==> run_1/m1.png <==
Scale bar: 20 um.
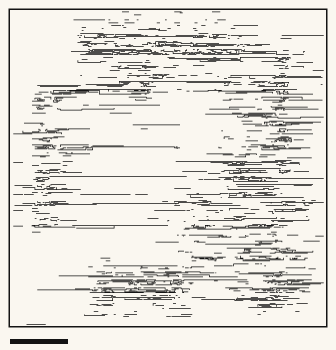
==> run_1/m2.png <==
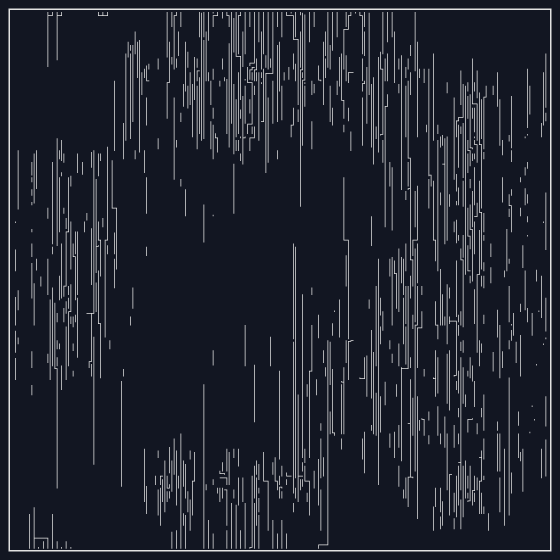
==> run_1/m3.png <==
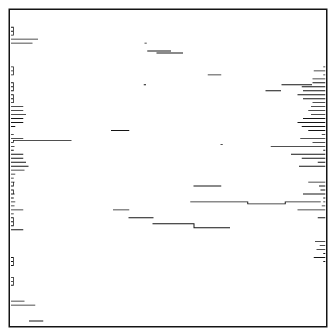
**src/rtl/sram_arbiter.sv**
```systemverilog
// -----------------------------------------------------------------------------
// sram_arbiter
//   Two-requester round-robin arbiter in front of a single SRAM core port.
//   A grant registers the winner's command onto sram_* and holds it until the
//   core accepts it (sram_req & sram_ready). The arbiter then spends one cycle
//   in IDLE before it can grant again.
//   Read owners are queued in a small tag FIFO so that in-order read data can
//   be steered back to the requester that issued the read.
//
// Handshake semantics (requester side and SRAM side):
//   A command is transferred on a cycle where valid (mN_req / sram_req) and
//   ready (mN_ready / sram_ready) are both high. The command fields must stay
//   stable while valid is high and ready is low. Read data is a one-cycle
//   pulse (sram_rd_data_vld / mN_rd_data_vld) that has no back-pressure.
//
// Ports
//   a_clk, a_rst_n       clock, asynchronous active-low reset
//   mN_req/rd/addr/be/wr_data  command from requester N (N = 0,1)
//   mN_ready             command of requester N accepted this cycle
//   mN_rd_data_vld/rd_data     read return to requester N
//   sram_req/rd/addr/be/wr_data  registered command to the SRAM core
//   sram_ready, sram_rd_data_vld, sram_rd_data  from the SRAM core
//   err_orphan           sticky: read data arrived with no read outstanding
//   dbg_state            FSM state (0 = IDLE, 1 = BUSY)
// -----------------------------------------------------------------------------
module sram_arbiter #(
   parameter int TAG_DEPTH = 8
) (
   input  logic        a_clk,
   input  logic        a_rst_n,
   // requester 0
   input  logic        m0_req,
   input  logic        m0_rd,
   input  logic [17:0] m0_addr,
   input  logic [1:0]  m0_be,
   input  logic [15:0] m0_wr_data,
   output logic        m0_ready,
   output logic        m0_rd_data_vld,
   output logic [15:0] m0_rd_data,
   // requester 1
   input  logic        m1_req,
   input  logic        m1_rd,
   input  logic [17:0] m1_addr,
   input  logic [1:0]  m1_be,
   input  logic [15:0] m1_wr_data,
   output logic        m1_ready,
   output logic        m1_rd_data_vld,
   output logic [15:0] m1_rd_data,
   // SRAM core
   output logic        sram_req,
   output logic        sram_rd,
   output logic [17:0] sram_addr,
   output logic [1:0]  sram_be,
   output logic [15:0] sram_wr_data,
   input  logic        sram_ready,
   input  logic        sram_rd_data_vld,
   input  logic [15:0] sram_rd_data,
   // status
   output logic        err_orphan,
   output logic        dbg_state
);

   localparam int PW = (TAG_DEPTH > 1) ? $clog2(TAG_DEPTH) : 1;
   localparam logic [PW:0] FULL_CNT = (PW+1)'(TAG_DEPTH);

   typedef enum logic {
      IDLE = 1'b0,
      BUSY = 1'b1
   } state_t;

   state_t         state;
   logic           owner;       // requester currently holding sram_req
   logic           last_grant;  // requester whose command was last accepted
   logic [PW-1:0]  wr_ptr;
   logic [PW-1:0]  rd_ptr;
   logic [PW:0]    count;
   logic           tag_mem [TAG_DEPTH];

   logic fifo_full;
   logic fifo_empty;
   logic elig0;
   logic elig1;
   logic grant_sel;
   logic accept;
   logic push;
   logic pop;
   logic head_tag;

   assign fifo_full  = (count == FULL_CNT);
   assign fifo_empty = (count == '0);

   // A read may only be granted if its owner can be queued; writes never
   // need a tag, so they stay grantable while the FIFO is full.
   assign elig0 = m0_req & (~m0_rd | ~fifo_full);
   assign elig1 = m1_req & (~m1_rd | ~fifo_full);

   // On contention the requester not granted last wins; otherwise the sole
   // eligible requester wins (elig1 selects 1 when only m1 is eligible).
   assign grant_sel = (elig0 & elig1) ? ~last_grant : elig1;

   // sram_req is only ever high in BUSY and is forced low by reset, so the
   // ready/valid outputs below are inherently zero while a_rst_n is low.
   assign accept   = sram_req & sram_ready;
   assign push     = accept & sram_rd;
   assign pop      = sram_rd_data_vld & ~fifo_empty;
   assign head_tag = tag_mem[rd_ptr];

   assign m0_ready = accept & (owner == 1'b0);
   assign m1_ready = accept & (owner == 1'b1);

   assign m0_rd_data_vld = pop & (head_tag == 1'b0);
   assign m1_rd_data_vld = pop & (head_tag == 1'b1);
   assign m0_rd_data     = sram_rd_data;
   assign m1_rd_data     = sram_rd_data;

   assign dbg_state = (state == BUSY);

   // Tag storage needs no reset: occupancy is tracked by count/pointers.
   always_ff @(posedge a_clk) begin
      if (push) begin
         tag_mem[wr_ptr] <= owner;
      end
   end

   always_ff @(posedge a_clk or negedge a_rst_n) begin
      if (!a_rst_n) begin
         state        <= IDLE;
         sram_req     <= 1'b0;
         sram_rd      <= 1'b0;
         sram_addr    <= '0;
         sram_be      <= '0;
         sram_wr_data <= '0;
         owner        <= 1'b0;
         last_grant   <= 1'b1;
         wr_ptr       <= '0;
         rd_ptr       <= '0;
         count        <= '0;
         err_orphan   <= 1'b0;
      end else begin
         // tag FIFO bookkeeping; pointers wrap naturally (power-of-two depth)
         if (push) begin
            wr_ptr <= wr_ptr + PW'(1);
         end
         if (pop) begin
            rd_ptr <= rd_ptr + PW'(1);
         end
         case ({push, pop})
            2'b10:   count <= count + (PW+1)'(1);
            2'b01:   count <= count - (PW+1)'(1);
            default: count <= count;
         endcase

         if (sram_rd_data_vld && fifo_empty) begin
            err_orphan <= 1'b1;
         end

         case (state)
            IDLE: begin
               if (elig0 || elig1) begin
                  state    <= BUSY;
                  sram_req <= 1'b1;
                  owner    <= grant_sel;
                  if (grant_sel) begin
                     sram_rd      <= m1_rd;
                     sram_addr    <= m1_addr;
                     sram_be      <= m1_be;
                     sram_wr_data <= m1_wr_data;
                  end else begin
                     sram_rd      <= m0_rd;
                     sram_addr    <= m0_addr;
                     sram_be      <= m0_be;
                     sram_wr_data <= m0_wr_data;
                  end
               end
            end
            BUSY: begin
               // The owner dropping its request does not cancel the command.
               if (accept) begin
                  state      <= IDLE;
                  sram_req   <= 1'b0;
                  last_grant <= owner;
               end
            end
            default: begin
               state    <= IDLE;
               sram_req <= 1'b0;
            end
         endcase
      end
   end

endmodule
```
**config.mk**
```make
export PLATFORM = sky130hd
export DESIGN_NAME = sram_arbiter
export DESIGN_NICKNAME = d
export VERILOG_FILES = /design/src/rtl/sram_arbiter.sv
export SDC_FILE = /design/constraint.sdc
export NUM_CORES = 1
export LEC_CHECK = 0
export CAP_MARGIN = 20
export CORE_UTILIZATION = 29
export CTS_CLUSTER_SIZE = 14
export DETAILED_ROUTE_END_ITERATION = 10
export HOLD_SLACK_MARGIN = 0.08
export PLACE_DENSITY = 0.67
export SLEW_MARGIN = 20
export SYNTH_ARGS = -nofsm -noshare
export SYNTH_HDL_FRONTEND = slang
export SYNTH_SLANG_ARGS = --single-unit
```
**constraint.sdc**
```tcl
create_clock -name a_clk -period 3.1 [get_ports a_clk]
set_clock_uncertainty 0.1 [all_clocks]
set_input_delay 0.62 -clock a_clk [delete_from_list [all_inputs] [get_ports a_clk]]
set_output_delay 0.62 -clock a_clk [all_outputs]
set_load 0.05 [all_outputs]
```
==> results.md, run 1 <==
| Step | Item | This run |
|---|---|---|
| status | Status | finished clean |
| die | Floorplan Core Area | 0.0109 mm^2 |
| die | Pre-Place Util | 29.9% |
| clock network | Buffer levels on the longest clock path | 2 |
| route | Remaining antenna violation count | 0 |
| clock network | CTS resizes | 0 |
| synth | Post-synth EDFFs | 8 |
| clock network | Hold-fix buffers, CTS | 0 |
| global route | Total routing usage reported by global routing | 16.3% |
| clock network | Post-CTS setup buffer count | 0 |
| synth | Nets in the synthesized netlist | 444 |
| route | Vias per cell | 5.12 |
| final layout | Antenna Diode Count | 0 |
| synth | Share of the synthesized area in the top cell type | 39.0% |
| job | Maximum Capacitance Violations | 0 |
| timing | Final setup TNS | 0 ns |
| timing | Final cycle utilization of the critical path | 84.8% |
| placed design | IO Port Bufs | 123 |
| worst hold path | Min-Delay Path Class | input pin to asynchronous set/reset pin |
| global route | Antenna violations before repair | 0 |
| die | Die span in y | 108 um |
| synth | Cell total in the yosys stat output | 343 |
| synth | Most used standard cell by instance count after synthesis | dfrtp_1 |
| timing | Final Hold Slack | 0.199 ns |
| placed design | Dpl hpwl | 6730 um |
| clock network | Library cell used as clock root buffer | clkbuf_16 |
| placed design | Placed cell count | 561 |
| die | Total die size | 0.0117 mm^2 |
| synth | Post-synth area hogs | dfrtp_1 39%, buf_4 7.3%, edfxtp_1 7.3% |
| timing | Fmax achieved | 0.380 GHz |
| clock network | Maximum level of the CTS H-tree | 3 |
| clock network | Clock tree from TritonCTS | built |
| route | Router iterations before antenna repair | 4 |
| final layout | Synthesis-to-layout area growth | 46.3% |
| placed design | RD Place Congestion | 0.763 |
| pwr | Static leakage | 1.82 nW |
| clock network | Worst-Skew Late Latency | 0.32 ns |
| pwr | Power density cells | 1100 mW/mm^2 |
| synth | Mapped Cells | 343 |
| timing | Actual transition at the worst max-transition pin | 0.585 ns |
| final layout | Ratio of cells with drive above 1 in the final layout | 11.2% |
| synth | Count of warnings emitted by yosys | 0 |
| global route | Global route total overflow | 0 |
| global route | Largest net degree at the start of global routing | 45 |
| timing | RSZ-0062 raised after global routing | no |
| synth | Seq share, synth | 47.1% |
| worst setup path | Critical Path AT | 1.91 ns |
| final layout | Number of standard cells in the final layout excluding fillers | 577 |
| die | Number of ports placed on the die boundary | 172 |
| timing | Number of endpoints failing setup at the final stage | 0 |
| synth | Async SR Flop Fraction | 86.7% |
| route | Detailed Route Iter0 Violations | 174 |
| timing | Number of hold violations in the final report | 0 |
| worst setup path | CP startpoint | rd_ptr[0]$_DFFE_PN0N_ |
| timing | Final Max Tran Viols | 0 |
| route | Number of DRC violations after detailed routing | 0 |
| job | Tool Warnings | 27 |
| synth | Most used standard cells in the synthesized netlist | 51 x dfrtp_1, 39 x nor3_1, 38 x nand3_1, 37 x a31oi_1, 32 x buf_4 |
| clock network | Number of buffers inserted during clock tree synthesis | 9 |
| timing | Worst slew slack as a fraction of its limit | 61.0% |
| synth | Synth Cell Area | 0.00327 mm^2 |
| die | Die X | 108 um |
## Picture notes: m1.png
445 nets have wire on it. The wires run mostly horizontal. The longest straight run is 46.9 um. The layer carries 4290 um of wire.
wire length after detailed routing: 9540 um
grt met1 use: 20.2%
number of vias in the routed layout: 2952

## Picture notes: m2.png
449 nets have wire on it. The layer holds 49% of the routed length. The longest straight run is 46.2 um.
Global Route met2 Usage: 27.5%

## Picture notes: m3.png
The layer holds 5.2% of the routed length. The wires run mostly horizontal. The layer carries 492 um of wire.
GR Util met3: 3.50%

[run 1: routing by layer]
metal | part of all wire (%) | track usage, %
met5 | 0 | 0
met4 | 1.3 | 6.16
met3 | 5.2 | 3.50
met2 | 49 | 27.5
met1 | 45 | 20.2
[run 1: critical path, cell delays in order, from the launching register on]
cell     delay (ns)
dfrtp_1        0.47
mux4_2         0.54
mux2i_1        0.21
and2_1         0.21
buf_12         0.15
[run 1: power breakdown]
| group | internal (mW) | leakage, nW | switching [mW] |
|---|---|---|---|
| combinational | 1.05 | 1.02 | 1.74 |
| clock | 0.625 | 0.146 | 0.377 |
| sequential | 1.17 | 0.656 | 0.306 |
[run 1: registers in the layout (all words and copies together) (netlist names)]
| signal | cells |
|---|---|
| count | 4 |
| dbg_state | 1 |
| err_orphan | 1 |
| last_grant | 1 |
| owner | 1 |
| rd_ptr | 3 |
| sram_addr | 18 |
| sram_be | 2 |
| sram_rd | 1 |
| sram_req | 1 |
| sram_wr_data | 16 |
| tag_mem | 8 |
| wr_ptr | 3 |
[run 1: final timing paths]
kind	endpoint	depth (start not counted)
setup / recovery	m0_rd_data_vld	4
hold / removal	rd_ptr[0]$_DFFE_PN0N_	1
setup reg to reg	count[3]$_DFFE_PN0P_	7
hold reg to reg	err_orphan$_DFFE_PN0P_	1
max in group asynchronous	sram_wr_data[10]$_DFFE_PN0P_	2
min in group a_clk	err_orphan$_DFFE_PN0P_	1
[run 1: area by class of cell]
| type | instances | area, um^2 |
|---|---|---|
| Clock buffer | 9 | 225 |
| Clock inverter | 7 | 77.6 |
| Fill cell | 1057 | 6150 |
| Inverter | 2 | 7.51 |
| Multi-Input combinational cell | 223 | 1410 |
| Sequential cell | 60 | 1540 |
| Tap cell | 140 | 175 |
| Timing Repair Buffer | 136 | 1350 |
[run 1: logic make-up after synthesis]
| logic type | Yosys count | synth area share, % |
|---|---|---|
| AND-OR/OR-AND | 90 | 16.3 |
| XOR/XNOR | 8 | 2.14 |
| adder cells (fa/ha/maj) | 5 | 1.91 |
| buffers and inverters | 60 | 11.3 |
| flip-flops | 60 | 47.1 |
| multiplexers | 7 | 3.06 |
| AND/OR/NAND/NOR | 113 | 18.2 |
[run 1: cells in the final DEF, fill, tap and decap left out, drive strengths merged, types with 3 or more instances in the layout]
master and n:
mux2 4, nor2 10, a31oi 37, a21o 3, xnor2 4, edfxtp 8, o21ai 39, a21oi 5
clkbuf 9, buf 18, nand2 10, nor3 39, clkinv 5, ha 5, dfrtp 51, nand2b 5
xor2 4, clkdlybuf4s50 118, nand3 38
[run 1: stage by stage]
| stage | power, mW | area (um^2) | utilization (%) |
|---|---|---|---|
| after CTS | 5.32 | 4780 | 43.8 |
| after floorplan | 3.39 | 3270 | - |
| final | 5.27 | 4790 | 43.8 |
| after global placement | 4.24 | 4480 | 41.0 |
| after detailed placement | 4.30 | 4480 | 41.0 |
| after global routing | 5.55 | 4790 | 43.8 |
--- run 2 (diff from run 1) ---
PLACE_DENSITY = 0.69   (was 0.67)
clock period = 2.25 ns   (was 3.1 ns; I/O delays follow)
==> run_2/congestion_map.png <==
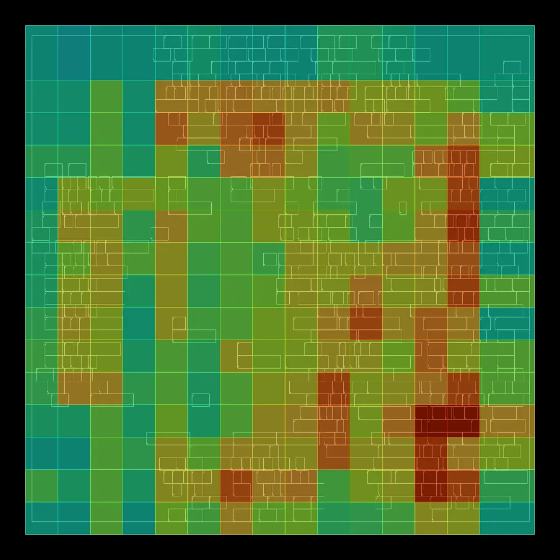
Core Util, Final: 46.0%
GR Util met3: 3.56%
Global Route met2 Usage: 28.9%
total routing usage reported by global routing: 16.5%

==> run_2/m1.png <==
Scale bar: 20 um.
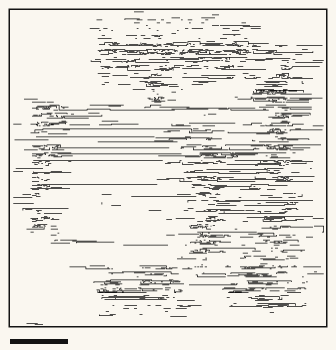
The longest straight run is 50.8 um. The wires run mostly horizontal. The layer holds 42% of the routed length. 465 nets have wire on it. The layer carries 4120 um of wire.

==> run 2 against run 1 <==
  * The flow now finishes with violations (negative setup slack)
  * Global-route usage grew 0.18 points
  * Sequential share of layout area down 1.5 points
  * Combinational power is 52% higher
  * Die area stayed put
  * Power rose by 42%
  * Via count increased by 4.4%
  * Cell count is 3.5% higher
  * Critical path depth unchanged
  * Sequential power up 36%
  * Non-clock buffer count is 20 higher
==> results.md, run 2 <==
| Step | Item | This run | Change |
|---|---|---|---|
| route | Detailed Route Iter0 Violations | 196 | +13% |
| synth | Seq share, synth | 47.1% | unchanged |
| timing | Final cycle utilization of the critical path | 102% |  |
| clock network | Worst-Skew Late Latency | 0.32 ns | about the same |
| global route | Global route total overflow | 0 | unchanged |
| clock network | Buffer levels on the longest clock path | 2 | unchanged |
| timing | Fmax achieved | 0.434 GHz |  |
| synth | Async SR Flop Fraction | 86.7% | unchanged |
| timing | Actual transition at the worst max-transition pin | 0.592 ns | +0.00703 ns |
| final layout | Antenna Diode Count | 0 | unchanged |
| final layout | Register bank with the most flops | sram_addr |  |
| status | Status | finished, violations left |  |
| final layout | Most frequent standard cell in the layout excluding fill and tap cells | clkdlybuf4s50_1 |  |
| pwr | Power density cells | 1490 mW/mm^2 | +35% |
| die | Die span in y | 108 um | unchanged |
| synth | Count of warnings emitted by yosys | 0 | unchanged |
| route | Number of DRC violations after detailed routing | 0 | unchanged |
| die | Floorplan Core Area | 0.0109 mm^2 | unchanged |
| clock network | Maximum level of the CTS H-tree | 3 | unchanged |
| die | Die X | 108 um | unchanged |
| route | Remaining antenna violation count | 0 | unchanged |
| placed design | Dpl hpwl | 6980 um | +3.7% |
| global route | Largest net degree at the start of global routing | 31 | -31% |
| worst hold path | Min-Delay Path Class | flip-flop to flip-flop |  |
| final layout | Summed area of non-filler cells in the final layout | 0.00503 mm^2 | +5.0% |
| clock network | Clock tree from TritonCTS | built |  |
| timing | Number of endpoints failing setup at the final stage | 2 | +2 |
| die | Number of ports placed on the die boundary | 172 | unchanged |
| timing | Number of hold violations in the final report | 0 | unchanged |
| final layout | Regs by FF count | sram_addr x18, sram_wr_data x16, tag_mem x8 |  |
| synth | Most used standard cells in the synthesized netlist | 51 x dfrtp_1, 39 x nor3_1, 38 x nand3_1, 37 x a31oi_1, 32 x buf_4 |  |
| synth | Cell total in the yosys stat output | 343 | unchanged |
| clock network | Library cell used as clock root buffer | clkbuf_16 |  |
| placed design | Cell Area, Placed | 0.00468 mm^2 | +4.5% |
| route | Router iterations before antenna repair | 4 | unchanged |
| die | Total die size | 0.0117 mm^2 | unchanged |
| final layout | Ratio of cells with drive above 1 in the final layout | 17.5% | +6.3 points |
| pwr | Total power | 7.47 mW | +42% |
| timing | Worst slew slack as a fraction of its limit | 60.4% | -0.59 points |
| final layout | Max FFs per register | 18 | unchanged |
| route | Number of vias in the routed layout | 3082 | +4.4% |
| worst setup path | Critical Path AT | 1.75 ns | -0.16 ns |
| synth | Nets in the synthesized netlist | 444 | unchanged |
| route | Vias per cell | 5.16 | +0.91% |
| status | Violated checks | negative setup slack |  |
| final layout | Synthesis-to-layout area growth | 53.6% |  |
| global route | Antenna violations before repair | 0 | unchanged |
| timing | RSZ-0062 raised after global routing | yes |  |
| synth | Most used standard cell by instance count after synthesis | dfrtp_1 |  |
| timing | Final Max Tran Viols | 0 | unchanged |
| placed design | RD Place Congestion | 0.789 | +3.4% |
| timing | Worst setup slack after layout | -0.0519 ns |  |
| synth | Synth Cell Area | 0.00327 mm^2 | unchanged |
| die | Pre-Place Util | 29.9% | unchanged |
| pwr | Static leakage | 1.92 nW | +5.2% |
| route | Wire length after detailed routing | 9930 um | +4.1% |
| timing | Final Hold Slack | 0.385 ns | +0.187 ns |
[run 2: worst paths after layout]
kind | from | end | slack, ns | cells after the start
worst min register to register | err_orphan$_DFFE_PN0P_ | err_orphan$_DFFE_PN0P_ | 0.39 | 1
min in group asynchronous | a_rst_n | count[3]$_DFFE_PN0P_ | 0.57 | 2
worst max register to register | count[0]$_DFFE_PN0P_ | count[3]$_DFFE_PN0P_ | 0.02 | 7
max in group asynchronous | a_rst_n | last_grant$_DFFE_PN1P_ | 0.85 | 3
worst max-delay path | rd_ptr[0]$_DFFE_PN0N_ | m0_rd_data_vld | -0.05 | 4
worst min-delay path | err_orphan$_DFFE_PN0P_ | err_orphan$_DFFE_PN0P_ | 0.39 | 1
[run 2: what timing repair did]
| action | CTS | global route |
|---|---|---|
| resized | 7 | 3 |
| hold endpoints to repair | 22 | 0 |
| endpoints found under the setup margin | 3 | 4 |
| pin swaps | 6 | 4 |
| buffers inserted | 3 | 0 |
| hold buffers | 1 | 0 |
[run 2: cells by family (layout without fill, tap and decap cells)]
family / Yosys count / after routing / share of synthesized area [%]
xor+xnor: 8 / 8 / 2.14
simple gates: 113 / 113 / 18.2
mux: 7 / 7 / 3.06
fa+ha+maj: 5 / 5 / 1.91
flops: 60 / 60 / 47.1
compound gates: 90 / 90 / 16.3
buf+inv: 60 / 174 / 11.3
[run 2: where the power goes]
| group | switching (mW) | total, mW | internal, mW |
|---|---|---|---|
| combinational | 2.55 | 4.23 | 1.68 |
| clock | 0.484 | 1.23 | 0.742 |
| sequential | 0.392 | 2.01 | 1.62 |
| total | 3.43 | 7.47 | 4.04 |
[run 2: layout make-up]
class                   instances  area, um^2
clock inverters                 6        41.3
clock buffers                  10         229
multi-input cells             223        1470
inverters                       2        10.0
well taps                     140         175
repair buffers                156        1550
flip-flops and latches         60        1550
fillers                      1041        5910
[run 2: metal layers]
metal | share of wire (%) | up-vias | wire length, um | GRT usage, %
met5 | 0 | - | 0 | 0
met4 | 1.6 | 0 | 158 | 5.97
met3 | 6.3 | 24 | 621 | 3.56
met2 | 51 | 134 | 5020 | 28.9
met1 | 42 | 1475 | 4120 | 19.7
li1 | - | 1449 | - | -
[run 2: through the flow]
| stage | setup TNS (ns) | cells |
|---|---|---|
| final | -0.0541 | 597 |
| after global routing | -0.277 | 597 |
| after CTS | -0.145 | 597 |
| after detailed placement | -0.336 | 577 |
| after global placement | -0.210 | 577 |
| after floorplan | 0 | 343 |
[run 2: critical path: stages, from the launching register on]
cell and delay [ns]:
dfrtp_2 0.40, mux4_2 0.53, mux2i_2 0.18, and2_4 0.18, buf_12 0.13
Power figures rest on the tool's default switching activity, not on a simulated workload.
